==> run_1/layer_met3.png <==
Bar = 20 um.
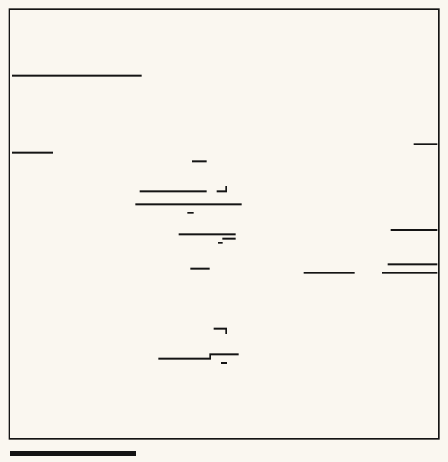
==> run_1/placement.png <==
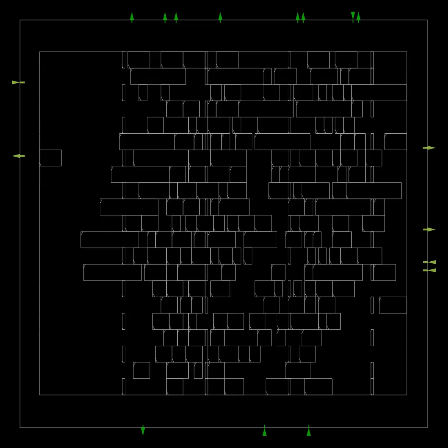
==> run_1/flops_by_reg.png <==
Bar = 20 um. Other sequential cells in the stronger grey, the rest of the logic in the fainter grey.
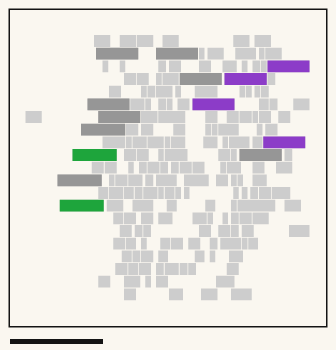
<file path="src/rtl/req_gnt_arbiter.sv">
// Round-robin request/grant arbiter with a registered one-hot grant and a
// per-owner hold limit so that no requester can starve the others.
module req_gnt_arbiter #(
  parameter int N        = 4,
  parameter int MAX_HOLD = 8,
  parameter int IDW      = $clog2(N)
) (
  input  logic                              clk,
  input  logic                              rst_n,
  input  logic [N-1:0]                      req,
  output logic [N-1:0]                      gnt,
  output logic                              gnt_valid,
  output logic [IDW-1:0]                    gnt_id,
  output logic [$clog2(MAX_HOLD+1)-1:0]     hold_cnt
);

  localparam int HW = $clog2(MAX_HOLD+1);
  localparam logic [HW-1:0] HOLD_LAST = HW'(MAX_HOLD - 1);
  localparam logic [N-1:0]  ONE       = {{(N-1){1'b0}}, 1'b1};

  typedef enum logic {IDLE, GRANT} state_t;

  state_t         state;
  logic [IDW-1:0] last_id;
  logic [N-1:0]   others;
  logic           at_limit;
  logic           owner_rel;
  logic [IDW-1:0] idle_win;
  logic [IDW-1:0] hand_win;

  // First set bit of cand, searching upward from from_id+1 with wrap-around.
  function automatic logic [IDW-1:0] rr_pick(input logic [N-1:0] cand,
                                             input logic [IDW-1:0] from_id);
    logic [IDW-1:0] win;
    logic           found;
    int             idx;
    win   = '0;
    found = 1'b0;
    for (int k = 1; k <= N; k++) begin
      idx = (int'(from_id) + k) % N;
      if (!found && cand[idx[IDW-1:0]]) begin
        win   = idx[IDW-1:0];
        found = 1'b1;
      end
    end
    return win;
  endfunction

  function automatic logic [HW-1:0] sat_inc(input logic [HW-1:0] v);
    return (v == HOLD_LAST) ? v : v + HW'(1);
  endfunction

  always_comb begin
    others    = req & ~(ONE << gnt_id);
    at_limit  = (hold_cnt == HOLD_LAST);
    owner_rel = !req[gnt_id] || (at_limit && (|others));
    idle_win  = rr_pick(req, last_id);
    hand_win  = rr_pick(others, last_id);
  end

  always_ff @(posedge clk or negedge rst_n) begin
    if (!rst_n) begin
      state     <= IDLE;
      gnt       <= '0;
      gnt_valid <= 1'b0;
      gnt_id    <= '0;
      hold_cnt  <= '0;
      last_id   <= IDW'(N - 1);
    end else begin
      case (state)
        IDLE: begin
          if (|req) begin
            state     <= GRANT;
            gnt       <= ONE << idle_win;
            gnt_valid <= 1'b1;
            gnt_id    <= idle_win;
            last_id   <= idle_win;
            hold_cnt  <= '0;
          end
        end
        GRANT: begin
          if (!owner_rel) begin
            hold_cnt <= sat_inc(hold_cnt);
          end else if (|others) begin
            // Zero-gap handover: the next owner is loaded in the same edge.
            gnt       <= ONE << hand_win;
            gnt_valid <= 1'b1;
            gnt_id    <= hand_win;
            last_id   <= hand_win;
            hold_cnt  <= '0;
          end else begin
            state     <= IDLE;
            gnt       <= '0;
            gnt_valid <= 1'b0;
            hold_cnt  <= '0;
          end
        end
        default: state <= IDLE;
      endcase
    end
  end

  a_onehot: assert property (@(posedge clk) disable iff (!rst_n) $onehot0(gnt));
  a_valid:  assert property (@(posedge clk) disable iff (!rst_n) gnt_valid == (|gnt));
  a_idle_hs: assert property (@(posedge clk) disable iff (!rst_n)
                              (state == IDLE && (|req)) |=> gnt_valid);

  for (genvar i = 0; i < N; i++) begin : g_gnt_req
    a_gnt_req: assert property (@(posedge clk) disable iff (!rst_n)
                                gnt[i] |-> $past(req[i]));
  end

endmodule

</file>
<file path="config.mk">
export PLATFORM = sky130hd
export DESIGN_NAME = req_gnt_arbiter
export DESIGN_NICKNAME = d
export VERILOG_FILES = /design/src/rtl/req_gnt_arbiter.sv
export SDC_FILE = /design/constraint.sdc
export NUM_CORES = 1
export LEC_CHECK = 0
export CORE_MARGIN = 3
export CORE_UTILIZATION = 31
export CTS_CLUSTER_SIZE = 28
export DETAILED_ROUTE_END_ITERATION = 10
export HOLD_SLACK_MARGIN = 0.08
export MAX_ROUTING_LAYER = met4
export SLEW_MARGIN = 20
export SYNTH_ARGS = -nofsm -noshare
export SYNTH_HDL_FRONTEND = slang
export SYNTH_SLANG_ARGS = --single-unit
</file>
<file path="constraint.sdc">
create_clock -name clk -period 2.2 [get_ports clk]
set_clock_uncertainty 0.1 [all_clocks]
set_input_delay 0.33 -clock clk [delete_from_list [all_inputs] [get_ports clk]]
set_output_delay 0.33 -clock clk [all_outputs]
set_load 0.05 [all_outputs]
</file>
==> flow_metrics.py, run 1 <==
# Synthesis and PnR figures
metrics = {
    "clock_tree": {
        "htree_levels": 1,
        "cts_resized": 1,
        "post-cts-setup-buffer-count": 0,
        "path_clk_slew_ns": 0.06,
        "clock_latency_ns": 0.25,
        "cts_hold_buffers": 0,
    },
    "finish": {
        "top_regs": "gnt (4), hold_cnt (4)",
        "num-multi-input-gates": 117,
        "fin_nets": 195,
        "area_growth_pct": 39.2,
        "largest_class": "combinational gates",
        "antenna_cells": 0,
        "final_cell_mix": "buf_4 (29), nand2_1 (17), nor2_1 (16), clkdlybuf4s50_1 (13), dfrtp_1 (10)",
        "drive_gt1_share_pct": 28.3,
        "fillers": 341,
        "layout.nonclk_buf_share_pct": 23.9,
        "logic_area_um2": 776,
        "clkbuf_count": 4,
        "n_all_inverters": 6,
        "n_all_buffers": 46,
        "layout_top_cell": "buf_4",
    },
    "place": {
        "place_area_um2": 1530,
        "hpwl_mm": 2.46,
        "dpl.cell_count": 225,
        "post-place-ws_ns": -0.293,
        "port_buffers": 16,
    },
    "final_timing": {
        "finalHoldViolations": 0,
        "fin_crit_sh_pct": 95.5,
        "slew_violations": 0,
        "holdWs_ns": 0.367,
        "post-route-min-period_ns": 2.10,
        "tightest_slew_ns": 0.614,
    },
    "global_routing": {
        "antenna_found_initial": 0,
        "grt_pass1_wl_mm": 5.64,
        "grt_pass1_vias": 1209,
        "use_met3_pct": 3.94,
        "grt.overflow.total": 0,
        "gr-usage-met2_pct": 25.6,
    },
    "yosys": {
        "mappedNetlistNets": 156,
        "aoi_share_pct": 31.3,
        "ys_async_sr_fraction_pct": 100,
        "top_cells_by_count": "nand2_1 (17), nor2_1 (17), dfrtp_1 (12)",
        "ys_sh_mux_pct": 3.59,
        "yosys.area.top_type_share_pct": 25.3,
        "top_cells_by_area": "dfrtp_1 (25%), nand2_1 (5.4%), nor2_1 (5.4%)",
        "synth_chip_area_um2": 1190,
        "adder_share_pct": 1.90,
        "syn_area_um2": 1190,
        "synthFlopType": "dfrtp_1",
        "yosysTopAreaCell": "dfrtp_1",
        "syn_avg_cell_area_um2": 7.96,
        "yosysWarnings": 0,
        "topCombFamilyByArea": "AND-OR/OR-AND gates",
    },
    "run": {
        "drv_cap": 0,
        "warning_count": 26,
    },
    "die": {
        "fp_util_pct": 33.9,
        "rows": 21,
    },
    "drt": {
        "vias": 1266,
        "wl_met2_mm": 1.62,
        "drc": 0,
    },
    "critical_path": {
        "crit_path_end_kind": "register",
        "path_cells": "clkdlybuf4s50_1, mux4_2, nand2_2, a31oi_2, a211oi_2, buf_4, nand4b_1, o21a_1",
        "crit_arrival_ns": 2.12,
    },
    "power_and_ir_drop": {
        "p_per_area_nw_per_um2": 1420,
        "fin_total_pwr_w": 0.00235,
    },
    "outcome": {
        "outcome": "finished, final reports clean",
    },
    "worst_hold_path": {
        "hold_class": "in2async",
    },
}
Back to the opening pictures, layer_met3.png:
The layer holds 3.7% of the routed length. The wires run mostly horizontal. The longest straight run is 20.2 um. 15 nets have wire on it. The layer carries 123 um of wire.

Back to the opening pictures, placement.png:
Well Taps: 46
flop share of the area: 21.5%
final core utilization: 47.3%

Back to the opening pictures, flops_by_reg.png:
Key: purple = hold_cnt [flops 4, where upper right]; green = gnt_id [flops 2]

## run 1: power by group
| group | switching (W) | internal, W |
|---|---|---|
| Sequential | 0.000181 | 0.000376 |
| Clock | 0.0000866 | 0.000128 |
| Combinational | 0.000845 | 0.000731 |
## run 1: path summary, 6_finish.rpt
check,startpoint,end,depth (start not counted)
max in group asynchronous,rst_n,gnt_id[0]$_DFFE_PN0P_,1
worst max-delay path,req[1],gnt_id[0]$_DFFE_PN0P_,8
worst min-delay path,rst_n,hold_cnt[0]$_DFFE_PN0P_,1
worst min register to register,gnt_valid$_DFFE_PN0P_,gnt_valid$_DFFE_PN0P_,2
min in group clk,gnt_valid$_DFFE_PN0P_,gnt_valid$_DFFE_PN0P_,2
worst max register to register,gnt_id[0]$_DFFE_PN0P_,gnt[0]$_DFFE_PN0P_,6
==> inputs of run 2 (changes only) <==
- PLACE_DENSITY: default -> 0.5
==> run 2 against run 1 <==
Effect of this change:
- clock-buffer cell count stayed put
- cell area is 1.7% lower
- critical path depth stayed put
- register-to-register slack worse by 0.03 ns
- via count is 2.4% lower
- non-clock buffer count is 5 lower
- largest cell class unchanged
- highest routed layer unchanged
==> flow_metrics.py, run 2 <==
# Synthesis and PnR figures
metrics = {
    "power_and_ir_drop": {
        "p_per_area_nw_per_um2": 1430,
        "switching_share_pct": 47.4,
        "p_sw_w": 0.00110,
        "seq_cell_power_w": 0.000547,
        "pwr-share-clk_pct": 10.7,
        "power_frac_comb_pct": 65.6,
        "p_comb_w": 0.00152,
        "p_int_w": 0.00122,
        "power.group.top": "combinational cells",
        "power_clock_w": 0.000249,
        "power_frac_seq_pct": 23.6,
        "fin_total_pwr_w": 0.00231,
    },
    "clock_tree": {
        "path_clk_slew_ns": 0.06,
        "post-cts-setup-buffer-count": 0,
        "cts_resized": 1,
        "htree_levels": 1,
        "cts_hold_buffers": 0,
        "cts_root_buf": "clkbuf_8",
        "clock_latency_ns": 0.24,
    },
    "finish": {
        "area_growth_pct": 36.8,
        "final_cell_mix": "buf_4 (24), nand2_1 (17), nor2_1 (16), clkdlybuf4s50_1 (13), dfrtp_1 (10)",
        "antenna_cells": 0,
        "fillers": 346,
        "drive_gt1_share_pct": 26.4,
        "layout_top_cell": "buf_4",
        "fin_nets": 190,
        "top_regs": "gnt (4), hold_cnt (4)",
    },
    "yosys": {
        "ys_ff": 14,
        "topCombFamilyByArea": "AND-OR/OR-AND gates",
        "edf_count": 0,
        "synth_chip_area_um2": 1190,
        "yosys.area.top_type_share_pct": 25.3,
        "yosysWarnings": 0,
        "syn_area_um2": 1190,
        "aoi_share_pct": 31.3,
        "top_cells_by_count": "nand2_1 (17), nor2_1 (17), dfrtp_1 (12)",
        "top_cells_by_area": "dfrtp_1 (25%), nand2_1 (5.4%), nor2_1 (5.4%)",
        "syn_avg_cell_area_um2": 7.96,
        "ys_sh_mux_pct": 3.59,
        "synthFlopType": "dfrtp_1",
        "ys_cells": 149,
        "ys_async_sr_fraction_pct": 100,
        "mappedNetlistNets": 156,
        "yosysTopAreaCell": "dfrtp_1",
        "adder_share_pct": 1.90,
    },
    "drt": {
        "wl_met2_mm": 1.61,
        "drc": 0,
        "vias": 1235,
        "wirelength_mm": 3.24,
    },
    "run": {
        "warning_count": 26,
        "drv_cap": 0,
    },
    "die": {
        "fp_util_pct": 33.9,
        "die-area_um2": 4600,
    },
    "final_timing": {
        "tightest_slew_ns": 0.635,
        "slew_violations": 0,
        "finalHoldViolations": 0,
        "holdWs_ns": 0.377,
        "post-route-min-period_ns": 2.11,
        "fin_crit_sh_pct": 96.1,
    },
    "critical_path": {
        "crit_end": "gnt[1]$_DFFE_PN0P_",
        "slowest_delay_ns": 0.45,
        "cp_num_cells": 8,
        "path_cells": "clkdlybuf4s50_1, buf_4, and2_1, o21ai_0, a22oi_1, o21ai_0, o31ai_2, a221o_1",
        "critPathRequiredTime_ns": 2.23,
        "cp_common_cell": "o21ai_0",
        "cp.buffers_inverters": 2,
        "cp_slowest_cell": "clkdlybuf4s50_1",
        "crit_path_end_kind": "register",
        "r2r_cells": 7,
        "reg2reg_to": "gnt[1]$_DFFE_PN0P_",
        "crit_arrival_ns": 2.14,
        "r2r_start": "gnt_id[1]$_DFFE_PN0P_",
    },
    "place": {
        "dpl.cell_count": 224,
        "port_buffers": 16,
        "hpwl_mm": 2.46,
    },
    "global_routing": {
        "grt_pass1_vias": 1225,
        "gr-usage-met2_pct": 26.6,
        "use_met3_pct": 4.43,
        "grt_pass1_wl_mm": 5.46,
        "antenna_found_initial": 0,
        "grt.overflow.total": 0,
    },
    "outcome": {
        "outcome": "finished, final reports clean",
    },
    "worst_hold_path": {
        "hold_class": "in2async",
    },
}
==> run 2: cell counts after synthesis <==
No cell type changed its count.
==> run 2: layout make-up <==
cell class | count | area, um2 | area share (%)
Sequential cell | 14 | 355 | 21.9
Multi-Input combinational cell | 117 | 773 | 47.6
Clock buffer | 4 | 55.1 | 3.39
Timing Repair Buffer | 41 | 359 | 22.1
Inverter | 6 | 22.5 | 1.39
Tap cell | 46 | 57.6 | 3.55
==> run 2: per-stage QoR <==
step | TNS, ns | worst slack [ns] | util [%] | cell area [um2]
finish | 0 | 0.0864 | 46.4 | 1620
global route | -0.00510 | -0.00510 | 46.4 | 1620
CTS | 0 | 0.0219 | 45.2 | 1580
detailed placement | -1.77 | -0.278 | 43.6 | 1530
global placement | -1.59 | -0.244 | 43.6 | 1530
floorplan | 0 | 0.0213 | - | 1190
==> run_2/placement_by_type.png <==
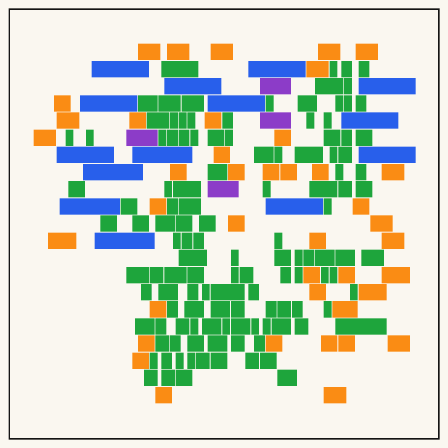
Key: orange = remaining buffers and delay cells [cells 41, share of their area 23%]; purple = clock drivers and dummy loads [cells 4, share of their area 3.5%]; green = combinational and other logic [cells 123, share of their area 51%]; blue = sequential cells [cells 14, share of their area 23%]
core area: 3490 um2
cell area after layout: 1620 um2

==> run_2/placement.png <==
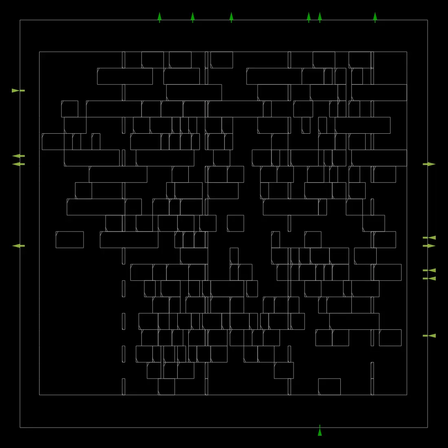
seq_cells: 14
Post-Layout Cell Count: 228
num rows: 21
final core utilization: 46.4%
flop share of the area: 21.9%

Power is estimated from default activity; no workload was simulated.
